### config.mk
export PLATFORM = sky130hd
export DESIGN_NAME = stream_demux4
export DESIGN_NICKNAME = d
export VERILOG_FILES = /design/src/rtl/stream_demux4.sv
export SDC_FILE = /design/constraint.sdc
export NUM_CORES = 1
export LEC_CHECK = 0
export CORE_ASPECT_RATIO = 1.2
export CORE_UTILIZATION = 44
export CTS_BUF_LIST = sky130_fd_sc_hd__clkbuf_16
export DETAILED_ROUTE_END_ITERATION = 10
export GPL_TIMING_DRIVEN = 0
export PLACE_DENSITY = 0.79
export SETUP_SLACK_MARGIN = 0.05
export SYNTH_ARGS = -nofsm -noshare
export SYNTH_HDL_FRONTEND = slang
export SYNTH_SLANG_ARGS = --single-unit
### constraint.sdc
create_clock -name clk -period 2.5 [get_ports clk]
set_clock_uncertainty 0.15 [all_clocks]
set_input_delay 0.5 -clock clk [delete_from_list [all_inputs] [get_ports clk]]
set_output_delay 0.5 -clock clk [all_outputs]
set_load 0.03 [all_outputs]
### src/rtl/stream_demux4.sv
// stream_demux4: 1:4 valid/ready demultiplexer with per-packet channel lock and per-channel output registers
module stream_demux4 #(
  parameter int WIDTH = 8
) (
  input  logic               clk,
  input  logic               rst,
  input  logic               in_valid,
  output logic               in_ready,
  input  logic [WIDTH-1:0]   in_data,
  input  logic               in_last,
  input  logic [1:0]         sel,
  output logic [3:0]         out_valid,
  input  logic [3:0]         out_ready,
  output logic [4*WIDTH-1:0] out_data,
  output logic [3:0]         out_last,
  output logic               busy,
  output logic [1:0]         cur_sel
);
  typedef enum logic {IDLE, PKT} state_t;
  state_t state, state_nxt;
  logic [1:0] lock, lock_nxt, t;
  logic acc;
  logic [WIDTH-1:0] data_q [4];
  always_comb begin
    t         = (state == PKT) ? lock : sel;
    in_ready  = !rst && (!out_valid[t] || out_ready[t]);
    acc       = in_valid && in_ready;
    state_nxt = acc ? (in_last ? IDLE : PKT) : state;
    lock_nxt  = (acc && state == IDLE) ? sel : lock;
    busy      = (state == PKT);
    cur_sel   = busy ? lock : 2'd0;
  end
  // a register refills on the same edge it drains, keeping 1 beat/cycle
  always_ff @(posedge clk) begin
    if (rst) begin
      state     <= IDLE;
      lock      <= '0;
      out_valid <= '0;
      out_last  <= '0;
      for (int k = 0; k < 4; k++) data_q[k] <= '0;
    end else begin
      state <= state_nxt;
      lock  <= lock_nxt;
      for (int k = 0; k < 4; k++) begin
        if (acc && t == 2'(k)) begin
          data_q[k]    <= in_data;
          out_last[k]  <= in_last;
          out_valid[k] <= 1'b1;
        end else if (out_ready[k]) begin
          out_valid[k] <= 1'b0;
        end
      end
    end
  end
  for (genvar g = 0; g < 4; g++) begin : g_out
    assign out_data[g*WIDTH +: WIDTH] = data_q[g];
  end
endmodule

==> impl_metrics.tcl, run 1 <==
# place-and-route summary
set metrics [dict create \
    status "finished, final reports clean" \
    grt_pass1_wl_um 6100 \
    post-place-ws_ns -0.871 \
    critical_path.top_delay_family "multiplexers" \
    final_cell_mix "clkdlybuf4s50_1, and2_1, edfxtp_1" \
    dpl-instance-area_sq_um 2410 \
    dr.max_layer_used "met4" \
    drv_cap 0 \
    p_comb_mw 0.258 \
    regMostFlops "data_q" \
    fin_area_sq_um 2620 \
    hp-class "flop to flop" \
    hold_viol_final 0 \
    area_leaders "edfxtp_1, dfxtp_1, and2_1, mux2i_1, nand2b_1" \
    crit_cells 6 \
    wl_met1_um 1490 \
    min_period_over_period_pct 96.4 \
    largest_reg_flops 32 \
    cts_tree "yes" \
    grt_usage_pct 20.1 \
    grtUsageMet3_pct 5.67 \
    inv_count 3 \
    overflow 0 \
    rsz0062_at_grt "false" \
    clock_latency_ns 0.28 \
    edf_count 32 \
    drc_errors 0 \
    via_count 1232 \
    drtPass1Iterations 4 \
    cts-buffers-inserted 5 \
    synth_cell_types 23 \
    syn_to_final_growth_pct 50.3 \
    drt_iter0_markers 29 \
    routed_wl_um 3790 \
    synth_area_per_cell_sq_um 13.1 \
    dp_cells 245 \
    setup_tns_ns 0 \
    ys_seq_share_pct 67.7 \
    reg.largest.list "data_q x32, out_last x4, out_valid x4" \
    netlist.area_leader.share_pct 55.1 \
    htree_levels 2 \
    largestPowerGroup "registers" \
    synth_nets 151 \
    io_pins 62 \
    num-fill-cells 302 \
    logic_family "simple AND/OR/NAND/NOR gates" \
    grt_max_degree 13 \
    die-height_um 71.0 \
    die_w_um 59.5 \
    arrival_ns 1.76 \
    yosys.area_share.aoi_pct 2.01 \
    ant_nets 0 \
    io_buffers 60 \
    fin_ws_ns 0.0895 \
    comb_share_pct 21.9 \
    seq-power_mw 0.819 \
    postSynth.asyncResetShare_pct 0 \
    initCoreUtil_pct 46.8 \
    synth_flops 43 \
    relSlewSlack_pct 67.7 \
    crit_start "sel[0]" \
    holdBufCountCts 0 \
    wl_met3_um 245 \
    slew_viol_final 0 \
    tool_warnings 26 \
    grt.busiest_layer "met2" \
    synthCells 133 \
    postCtsSetupRepairBufs 4 \
    dp_hpwl_um 2800 \
    comb_area_sq_um 574 \
    grt_pass1_vias 1336 \
    fin_hold_ws_ns 0.351 \
    ir_drop_uv 365 \
    yosys.area.top_type "edfxtp_1" \
    power.share.combinational_pct 15.5 \
    antenna_cells 0 \
    ys_cells 133 \
    fp.dieArea_sq_um 4220 \
    reg2regPathDepth 6 \
    power_frac_seq_pct 49.3 \
    path_cells "clkdlybuf4s15_1 -> mux2i_4 -> mux2_4 -> mux2_4 -> nor2_4 -> buf_6" \
    xor_share_pct 0 \
    r2r-start "busy" \
    setup_violations 0 \
    cts_resized 21 \
    worstHoldStart "out_last[2]" \
    p_int_mw 1.28 \
    cts_num_sinks 43 \
    antenna_found_initial 0 \
    end_kind "output port" \
    criticalPathCategory "primary input to output port" \
    total_power_mw 1.66 \
    nNonClkBuffers 70 \
    ys_area_sq_um 1740 \
    cts_root_buffer "clkbuf_16" \
    sw_frac_of_total_pct 23.2 \
    p_sw_mw 0.385 \
    ys.flop_type "edfxtp_1" \
    hold_end "out_last[2]" \
    critPathSlowestCell "mux2_4" \
    power.leakage_nw 0.987 \
    n_clock_buffer 5 \
    clk_share_pct 5.11 \
    syn_area_sq_um 1740 \
    worstSetupStartpointType "primary input" \
    seq_area_sq_um 1180 \
    crit_required_ns 1.85 \
    powerClk_mw 0.585 \
    clock_power_share_pct 35.2 \
    drive_above_1_share_pct 13.7 \
    lay_top_count "clkdlybuf4s50_1" \
    ys_sh_simple_pct 23.0 \
    route.met2.wl_um 1980 \
    met1_usage_pct 21.7 \
    fa_ha_area_share_pct 0 \
    min_period_ns 2.41 \
    hold_path_depth 2 \
    common_cells "and2_1, edfxtp_1, dfxtp_1" \
    reg2reg_slack_ns 0.26 \
    finalWeightedCongestion 0.830 \
    grt_use_met2_pct 35.3 \
    reg2reg_to "data_q[0][0]" \
    area_dominant_class "registers" \
    cpMostUsedCell "mux2_4" \
    endpoint "in_ready" \
    path_clk_slew_ns 0.05 \
    critical_path_peak_fanout 2 \
    clockBufferDepth 2 \
    powerDensity_nw_per_um2 634 \
]
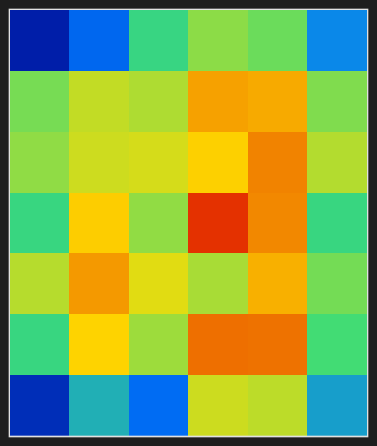
(run_1/cell_density.png)
Drawn at 6 px/um. 6 x 7 tiles, from dark blue (low) to red (high), 0 to 100% covered.
The fullest tile reaches 94%. The mean over all tiles is 61%. The emptiest ninth of the die: north-west.

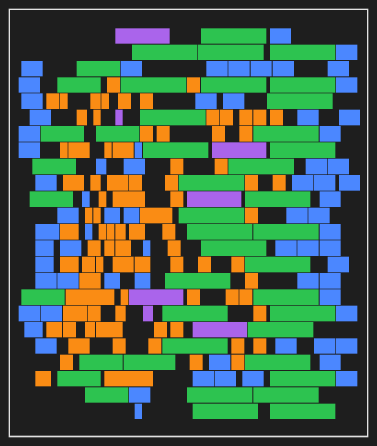
(run_1/placement_by_type.png)
Drawn at 6 px/um.
Key: clock drivers and dummy loads = purple [cells 7]; flops = green [cells 43]; other buffers and delay cells = blue [cells 70]; combinational and other logic = orange [cells 84]

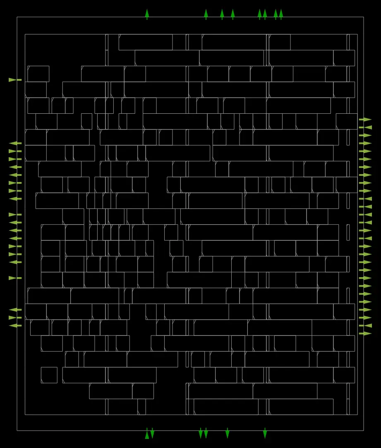
(run_1/placement.png)
Tapcells: 52
FP Rows: 24
core area: 3720 sq um
flop count: 43
Final Util: 70.4%

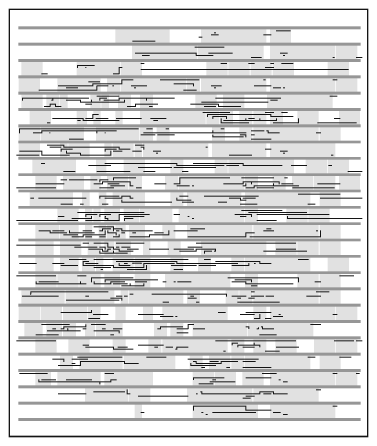
(run_1/layer_met1.png)
Drawn at 6 px/um. Supply wires on this layer in gray. Cells faint in the background.
The wires run mostly horizontal. The longest straight run is 34.5 um. The layer holds 39% of the routed length. The layer carries 1490 um of wire. 187 nets have wire on it.

## Run 2: what changed since run 1
CTS_CLUSTER_DIAMETER = 120   (was default)
SLEW_MARGIN = 0   (was default)
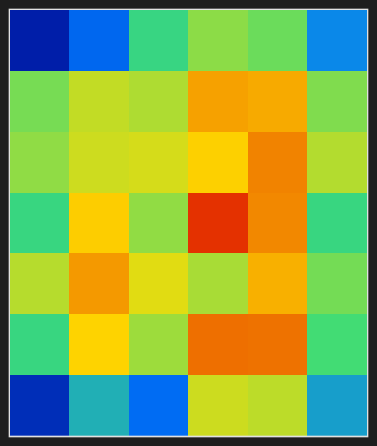
(run_2/cell_density.png)
Drawn at 6 px/um. 6 x 7 tiles, from dark blue (low) to red (high), 0 to 100% covered.
29% of the tiles are over 75% full. The mean over all tiles is 61%. The emptiest ninth of the die: north-west.

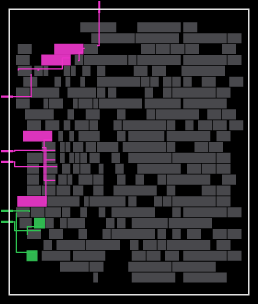
(run_2/io_fan.png)
Drawn at 4 px/um.
Key: cur_sel = green [bits 2, direction output, end cells 2, buffers 2, wire 34.1 um]; out_valid = magenta [bits 4, direction output, end cells 4, buffers 4, wire 96.0 um]

==> run 2 against run 1 <==
  * Via count did not move
  * Synthesized cell count unchanged
  * Core utilization unchanged
  * Cell count did not move
  * Fmax stayed put
  * Clock-buffer cell count is the same
  * First-iteration DRC count unchanged
  * Register-to-register slack hardly changed
  * Global-route usage is the same
  * Combinational power barely moved
  * Worst setup slack did not move
  * Clock power about the same
  * Critical endpoint unchanged
  * Largest power group unchanged
==> impl_metrics.tcl, run 2 <==
# place-and-route summary
set metrics [dict create \
    status "finished, final reports clean" \
    die-height_um 71.0 \
    dpl-instance-area_sq_um 2410 \
    n_clock_buffer 5 \
    p_int_mw 1.28 \
    hold_viol_final 0 \
    grt_usage_pct 20.1 \
    total_power_mw 1.66 \
    synthCells 133 \
    powerClk_mw 0.585 \
    finalWeightedCongestion 0.830 \
    area_dominant_class "registers" \
    worstHoldStart "out_last[2]" \
    power_frac_seq_pct 49.3 \
    r2r-start "busy" \
    routed_wl_um 3790 \
    xor_share_pct 0 \
    clock_latency_ns 0.28 \
    worstSetupStartpointType "primary input" \
    drtPass1Iterations 4 \
    fin_hold_ws_ns 0.351 \
    core_area_sq_um 3720 \
    min_period_over_period_pct 96.4 \
    tapCellCount 52 \
    initCoreUtil_pct 46.8 \
    grt_pass1_wl_um 6100 \
    reg2reg_slack_ns 0.26 \
    fin_util_pct 70.4 \
    sh_seq_area_pct 45.2 \
    syn_to_final_growth_pct 50.3 \
    reg2regPathDepth 6 \
    largestPowerGroup "registers" \
    hold_end "out_last[2]" \
    critPathSlowestCell "mux2_4" \
    overflow 0 \
    final_cell_mix "clkdlybuf4s50_1, and2_1, edfxtp_1" \
    yosys.area_share.aoi_pct 2.01 \
    synth_cell_types 23 \
    cts_num_sinks 43 \
    synth_area_per_cell_sq_um 13.1 \
    ys_seq_share_pct 67.7 \
    clk_share_pct 5.11 \
    path_cells "clkdlybuf4s15_1 -> mux2i_4 -> mux2_4 -> mux2_4 -> nor2_4 -> buf_6" \
    wl_met1_um 1490 \
    holdBufCountCts 0 \
    grt.busiest_layer "met2" \
    clock_power_share_pct 35.2 \
    fp.dieArea_sq_um 4220 \
    grt_use_met2_pct 35.3 \
    cts-buffers-inserted 5 \
    lay_top_count "clkdlybuf4s50_1" \
    path_clk_slew_ns 0.05 \
    setup_tns_ns 0 \
    p_comb_mw 0.258 \
    arrival_ns 1.76 \
    hp-class "flop to flop" \
    ant_nets 0 \
    clockBufferDepth 2 \
    drive_above_1_share_pct 13.7 \
    comb_share_pct 21.9 \
    cts_resized 21 \
    route.met2.wl_um 1980 \
    reg2reg_to "data_q[0][0]" \
    crit_start "sel[0]" \
    reg.largest.list "data_q x32, out_last x4, out_valid x4" \
    seq_area_sq_um 1180 \
    ys_sh_simple_pct 23.0 \
    netlist.area_leader.share_pct 55.1 \
    postCtsSetupRepairBufs 4 \
    drt_iter0_markers 29 \
    fa_ha_area_share_pct 0 \
    die_w_um 59.5 \
    drv_cap 0 \
    critical_path.top_delay_family "multiplexers" \
    io_buffers 60 \
    seq-power_mw 0.819 \
    dp_hpwl_um 2800 \
    via_count 1232 \
    grt_max_degree 13 \
    relSlewSlack_pct 67.7 \
    syn_area_sq_um 1740 \
    critical_path_peak_fanout 2 \
    ff_count 43 \
    std_cell_rows 24 \
    grtUsageMet3_pct 5.67 \
    post-place-ws_ns -0.871 \
    inv_count 3 \
    hold_path_depth 2 \
    fin_ws_ns 0.0895 \
    logic_family "simple AND/OR/NAND/NOR gates" \
    postSynth.asyncResetShare_pct 0 \
    yosys.area.top_type "edfxtp_1" \
    rsz0062_at_grt "false" \
    ys_cells 133 \
    area_leaders "edfxtp_1, dfxtp_1, and2_1, mux2i_1, nand2b_1" \
    grt_pass1_vias 1336 \
    regMostFlops "data_q" \
    common_cells "and2_1, edfxtp_1, dfxtp_1" \
    cts_root_buffer "clkbuf_16" \
    p_sw_mw 0.385 \
    cpMostUsedCell "mux2_4" \
    end_kind "output port" \
    nNonClkBuffers 70 \
    comb_area_sq_um 574 \
    dr.max_layer_used "met4" \
    edf_count 32 \
    ir_drop_uv 365 \
    num-fill-cells 302 \
    tool_warnings 26 \
    min_period_ns 2.41 \
    power.leakage_nw 0.987 \
    crit_required_ns 1.85 \
    htree_levels 2 \
    crit_cells 6 \
    slew_viol_final 0 \
    critical-path-max-stage-delay_ns 0.32 \
    ys_area_sq_um 1740 \
    dp_cells 245 \
    cts_tree "yes" \
    antenna_cells 0 \
    endpoint "in_ready" \
    powerDensity_nw_per_um2 634 \
    power.share.combinational_pct 15.5 \
    sw_frac_of_total_pct 23.2 \
    met1_usage_pct 21.7 \
    ys.flop_type "edfxtp_1" \
    synth_flops 43 \
    fin_area_sq_um 2620 \
    synth_nets 151 \
    antenna_found_initial 0 \
    largest_reg_flops 32 \
    io_pins 62 \
]
Power figures rest on the tool's default switching activity, not on a simulated workload.
